[src/rtl/prog_loader.sv]
// prog_loader: receives a length-prefixed, checksummed program image over a
// byte stream and writes it word by word into instruction memory. The
// processor is held in reset until the image has loaded with a good checksum.
module prog_loader #(
    parameter logic [31:0] BASE_ADDR = 32'h0000_0000,
    parameter int unsigned MAX_WORDS = 1024
) (
    input  logic        clk,
    input  logic        rst,
    input  logic        start,
    input  logic [7:0]  rx_data,
    input  logic        rx_valid,
    output logic        rx_ready,
    output logic [31:0] mem_addr,
    output logic [31:0] mem_din,
    output logic        mem_en,
    output logic [3:0]  mem_we,
    output logic        cpu_rst,
    output logic        done,
    output logic        err
);

    typedef enum logic [2:0] {
        S_IDLE, S_LEN_HI, S_LEN_LO, S_DATA, S_WRITE, S_CSUM, S_DONE, S_ERR
    } state_t;

    localparam logic [16:0] MAX_N = 17'(MAX_WORDS);

    state_t      state_q, state_d;
    logic [7:0]  len_hi_q, len_hi_d;
    logic [15:0] len_q, len_d;
    logic [15:0] widx_q, widx_d;
    logic [1:0]  bidx_q, bidx_d;
    logic [31:0] asm_q, asm_d;
    logic [7:0]  csum_q, csum_d;
    logic [31:0] addr_q, addr_d;
    logic [31:0] din_q, din_d;

    logic        rx_ready_q, mem_en_q, cpu_rst_q, done_q, err_q;
    logic [3:0]  mem_we_q;

    logic        accept;
    logic [7:0]  sum_next;
    logic [15:0] n_rx;
    logic [31:0] word_next;

    assign accept    = rx_valid && rx_ready_q;
    assign sum_next  = csum_q + rx_data;
    assign n_rx      = {len_hi_q, rx_data};
    assign word_next = {asm_q[23:0], rx_data};

    assign rx_ready = rx_ready_q;
    assign mem_addr = addr_q;
    assign mem_din  = din_q;
    assign mem_en   = mem_en_q;
    assign mem_we   = mem_we_q;
    assign cpu_rst  = cpu_rst_q;
    assign done     = done_q;
    assign err      = err_q;

    // Next-state and datapath updates for the load sequence
    always_comb begin
        state_d  = state_q;
        len_hi_d = len_hi_q;
        len_d    = len_q;
        widx_d   = widx_q;
        bidx_d   = bidx_q;
        asm_d    = asm_q;
        csum_d   = csum_q;
        addr_d   = addr_q;
        din_d    = din_q;
        case (state_q)
            S_IDLE: state_d = S_LEN_HI;
            S_LEN_HI: if (accept) begin
                len_hi_d = rx_data;
                csum_d   = sum_next;
                state_d  = S_LEN_LO;
            end
            S_LEN_LO: if (accept) begin
                len_d  = n_rx;
                csum_d = sum_next;
                widx_d = '0;
                bidx_d = '0;
                if (n_rx == 16'h0000)        state_d = S_CSUM;
                else if ({1'b0, n_rx} > MAX_N) state_d = S_ERR;
                else                         state_d = S_DATA;
            end
            S_DATA: if (accept) begin
                asm_d  = word_next;
                csum_d = sum_next;
                bidx_d = bidx_q + 2'd1;
                if (bidx_q == 2'd3) begin
                    // Memory port values are latched here so they are already
                    // stable for the whole WRITE cycle.
                    addr_d  = BASE_ADDR + {16'h0000, widx_q};
                    din_d   = word_next;
                    state_d = S_WRITE;
                end
            end
            S_WRITE: begin
                widx_d  = widx_q + 16'd1;
                state_d = (widx_q + 16'd1 == len_q) ? S_CSUM : S_DATA;
            end
            S_CSUM: if (accept) begin
                csum_d  = sum_next;
                state_d = (sum_next == 8'h00) ? S_DONE : S_ERR;
            end
            S_DONE, S_ERR: if (start) begin
                csum_d  = '0;
                widx_d  = '0;
                bidx_d  = '0;
                asm_d   = '0;
                state_d = S_LEN_HI;
            end
            default: state_d = S_IDLE;
        endcase
    end

    // State register; outputs are decoded from the next state so they are registered
    always_ff @(posedge clk) begin
        if (rst) begin
            state_q    <= S_IDLE;
            len_hi_q   <= '0;
            len_q      <= '0;
            widx_q     <= '0;
            bidx_q     <= '0;
            asm_q      <= '0;
            csum_q     <= '0;
            addr_q     <= BASE_ADDR;
            din_q      <= '0;
            rx_ready_q <= 1'b0;
            mem_en_q   <= 1'b0;
            mem_we_q   <= 4'h0;
            cpu_rst_q  <= 1'b1;
            done_q     <= 1'b0;
            err_q      <= 1'b0;
        end else begin
            state_q    <= state_d;
            len_hi_q   <= len_hi_d;
            len_q      <= len_d;
            widx_q     <= widx_d;
            bidx_q     <= bidx_d;
            asm_q      <= asm_d;
            csum_q     <= csum_d;
            addr_q     <= addr_d;
            din_q      <= din_d;
            rx_ready_q <= state_d inside {S_LEN_HI, S_LEN_LO, S_DATA, S_CSUM};
            mem_en_q   <= (state_d == S_WRITE);
            mem_we_q   <= (state_d == S_WRITE) ? 4'hF : 4'h0;
            cpu_rst_q  <= (state_d != S_DONE);
            done_q     <= (state_d == S_DONE);
            err_q      <= (state_d == S_ERR);
        end
    end

endmodule
[config.mk]
export PLATFORM = sky130hd
export DESIGN_NAME = prog_loader
export DESIGN_NICKNAME = d
export VERILOG_FILES = /design/src/rtl/prog_loader.sv
export SDC_FILE = /design/constraint.sdc
export NUM_CORES = 1
export LEC_CHECK = 0
export CAP_MARGIN = 40
export CORE_MARGIN = 2
export CORE_UTILIZATION = 55
export CTS_CLUSTER_DIAMETER = 40
export DETAILED_ROUTE_END_ITERATION = 10
export GPL_TIMING_DRIVEN = 0
export PLACE_DENSITY = 0.8
export SETUP_SLACK_MARGIN = 0.15
export SLEW_MARGIN = 10
export SYNTH_ARGS = -nofsm -noshare
export SYNTH_HDL_FRONTEND = slang
export SYNTH_SLANG_ARGS = --single-unit
[constraint.sdc]
create_clock -name clk -period 6.2 [get_ports clk]
set_input_delay 1.86 -clock clk [delete_from_list [all_inputs] [get_ports clk]]
set_output_delay 1.86 -clock clk [all_outputs]
set_load 0.02 [all_outputs]
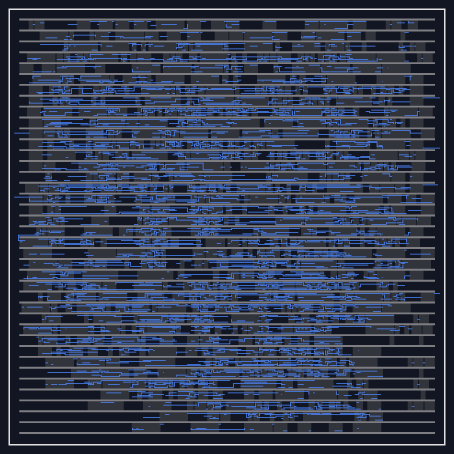
**Above:** metal 1.
(4 px per um) Supply wires on this layer in gray.
main direction: horizontal
share of all routed wire: 43%
wire length on this layer: 6870 um
nets with wire on the layer: 807

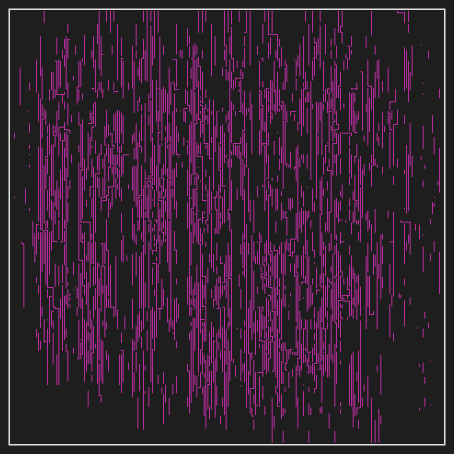
**Above:** signal wires on met2.
(4 px per um)
wire length on this layer: 7440 um
share of all routed wire: 47%
nets with wire on the layer: 740

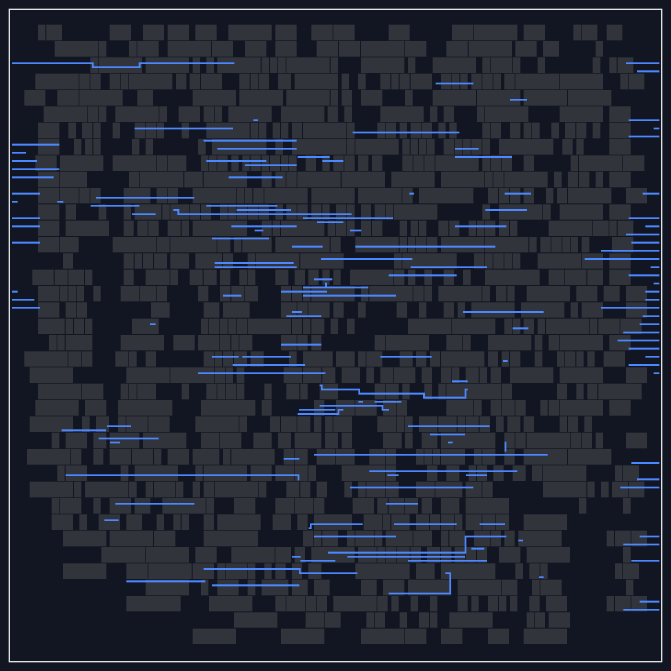
**Above:** met3 routing.
(6 px per um)
wire length on this layer: 1140 um
share of all routed wire: 7.2%
nets with wire on the layer: 105
main direction: horizontal
longest straight run: 38.6 um

==> deck_impl_summary.md <==
Key Metrics from the Run

Cells and area
  • Antenna Cells: 0
  • NumNets Final: 872
  • Synth-to-layout area growth: 23.6%
  • Proportion of layout cells with a drive suffix above 1: 0.0940
  • Final Core Density: 0.691
  • Fill cells: 915

STA
  • Setup TNS: 0 ps
  • Worst setup margin: 1900 ps
  • Least-Margin Pin Slew: 837 ps
  • Clk_skew: 8.41 ps
  • RSZ-0062 raised after global routing: no
  • Max Transition Viols Final: 0
  • Fin crit period: 4300 ps
  • # setup viols final: 0
  • Period utilization: 0.693
  • Final hold viol count: 0
  • Fmax achieved: 0.233 GHz
  • Max-slew headroom: 0.439

Synthesis
  • Seq/Total Area, Yosys: 0.434
  • # Cells Yosys: 749
  • Synth unique cells: 57
  • Dominant flop cell: dfxtp_1
  • Flip-flops with a built-in enable: 0
  • Biggest area cells: dfxtp_1, a21oi_1, nand2_1
  • Post-synthesis cell area: 6000 um2
  • #FFs+latches synth: 130
  • Total number of yosys warnings: 0
  • Area leader share: 0.434
  • Avg Cell Area, Syn: 8.02 um2
  • Cell type with the largest total area: dfxtp_1
  • Yosys synthesis chip area: 6000 um2
  • Share of flip-flops with an asynchronous set or reset: 0
  • Syn Inst Count: 749

Outcome
  • Status: finished, final reports clean

Clocking
  • CTS max path bufs: 2
  • H-Tree Depth: 4
  • Clock root buffer: clkbuf_8
  • Insertion Delay late pin: 530 ps
  • Post-CTS setup buffer count: 0
  • Hold-fix buffers, CTS: 0
  • Clock transition at path regs: 60 ps
  • # clock sinks: 130
  • CTS buffer count: 17
  • Post-cts sizing count: 0
  • CTS tree: built

Global routing
  • First-pass GRT wire length: 25900 um
  • Gr ovfl total: 0
  • Vias in the first global route: 5427
  • Largest net degree at the start of global routing: 17
  • All-layer global routing usage: 0.283
  • Antenna violations before repair: 0

Pwr
  • P_leak: 2.63 nW
  • Switching share of power: 0.243
  • Net Switching: 0.000441 W
  • Register share of total power: 0.465
  • Power, Total: 0.00181 W
  • P_int: 0.00137 W
  • Max VDD drop: 0.000178 V
  • Clk pwr share: 0.482
  • PD cells: 245 nW/um2
  • Comb power frac: 0.053

Detailed routing
  • WL per Instance: 15.8 um
  • Vias: 5709
  • Post-DR vias/cell: 5.70
  • Drt pass-1 iters: 6
  • Final wirelength: 15900 um
  • Post-route ant nets: 0
  • DRC Markers: 0
  • Initial DRC count: 510

Floorplan
  • Std-Cell Rows: 38
  • Initial Utilization: 0.559
  • I/O pin cnt: 85
  • Core area: 10700 um2
  • Die Span Y: 108 um
  • Die W: 108 um
  • Chip Footprint: 11800 um2

Critical path
  • Critical Path Fanout Max: 6
  • Crit path from: rx_data[0]
  • FF-to-FF Start: csum_q[0]$_SDFFE_PP0P_
  • CP bufs+invs: 1
  • Crit path largest cell delay: 610 ps
  • Kind of critical path: in -> reg
  • WP data required: 6580 ps
  • Worst-path cell chain: clkdlybuf4s50_1 -> ha_1 -> fa_1 -> a21oi_1 -> o21ai_0 -> xnor2_1 -> nand3_1 -> or4_4 -> o31ai_4 -> nor3_1
  • Crit start category: primary input
  • Setup crit end kind: flip-flop
  • Cell family with most CP delay: adder cells
  • Arr. time, crit path: 4680 ps
  • Slowest cell on the critical path: clkdlybuf4s50_1

Placed design
  • Placed wire-length estimate: 11500 um
  • Placement Setup Slack: 1410 ps
  • Global placer's final weighted congestion: 0.921
  • Port-buffer cells: 67

Job
  • Log Warnings: 26
  • Max cap viols: 0

Hold path
  • HP Start: mem_addr[14]$_SDFFE_PP0P_
  • Hold WC Path Type: reg -> reg
stage by stage:
stage / hold slack, ps / area, um2 / cells
global route: 475 / 7420 / 1002
finish: 454 / 7420 / 1002
floorplan: 432 / 6060 / 764
detailed placement: 447 / 6910 / 971
global placement: 438 / 6910 / 971
CTS: 456 / 7420 / 1002
Yosys cell counts (all sizes together), types with 6 or more instances:
master  count
nor2b       6
a31oi       7
nor2       61
clkbuf     34
xor2        8
inv         8
buf        39
xnor2      18
nand4      11
nor3       11
nand2     140
mux2i      25
dfxtp     130
a21oi     112
nand3      46
ha          9
o21ai      23
flip-flops by register name, summed over array words and instances (netlist names), 2 cells and up:
register,count
asm_q,24
bidx_q,2
csum_q,8
len_hi_q,8
len_q,16
mem_addr,16
mem_din,32
state_q,3
widx_q,16
placed cells by master (no fill, tap or decap), drive strengths merged, types with 11 or more instances in the layout:
master / n
clkdlybuf4s50: 67
nor2: 61
nand4: 11
inv: 11
buf: 39
mux2i: 25
nor3: 11
nand2: 140
o21ai: 23
dfxtp: 130
clkbuf: 53
nand3: 46
conb: 16
xnor2: 18
a21oi: 112
cell families (layout without fill, tap and decap cells):
family | Yosys count | count (layout) | share of synthesized area
simple gates | 312 | 312 | 0.243
compound gates | 164 | 164 | 0.153
flops | 130 | 130 | 0.434
buf+inv | 81 | 179 | 0.0682
xor+xnor | 26 | 26 | 0.0379
mux | 25 | 25 | 0.0417
fa+ha+maj | 10 | 10 | 0.0221
other cells | 1 | 16 | 0.000625
worst register-to-register path: stages, from the launching register on:
cell     delay, ps
dfxtp_1        310
ha_1           220
fa_1           410
a21oi_1        150
o21ai_0        150
xnor2_1        240
nand3_1        100
or4_4          440
o31ai_4        280
nor3_1         100
power groups by stage:
| stage | logic (W) | clock network, W | registers [W] |
|---|---|---|---|
| final | 0.0000956 | 0.000875 | 0.000845 |
| after global routing | 0.000103 | 0.000916 | 0.000845 |
| after CTS | 0.0000938 | 0.000880 | 0.000844 |
| after detailed placement | 0.0000932 | 0 | 0.000863 |
| after global placement | 0.0000908 | 0 | 0.000862 |
| after floorplan | 0.0000638 | 0 | 0.000862 |
routing by layer:
metal,part of all wire,global-route usage
met5,0,0
met4,0.026,0.118
met3,0.072,0.0747
met2,0.47,0.446
met1,0.43,0.368
cell type report:
type                    instances  area [um2]  share of cell area
multi-input cells             553        3050               0.411
flip-flops and latches        130        2600               0.351
repair buffers                 67         671              0.0904
clock buffers                  19         432              0.0582
plain buffers                  73         379              0.0511
well taps                     140         175              0.0236
clock inverters                12        85.1              0.0115
inverters                       8        30.0             0.00405
final timing paths:
path,endpoint,slack (ps),depth (start not counted)
hold reg to reg,mem_addr[14]$_SDFFE_PP0P_,450,2
setup reg to reg,err$_SDFF_PP0_,3670,9
setup / recovery,err$_SDFF_PP0_,1900,10
hold / removal,mem_addr[14]$_SDFFE_PP0P_,450,2
Power is estimated from default activity; no workload was simulated.
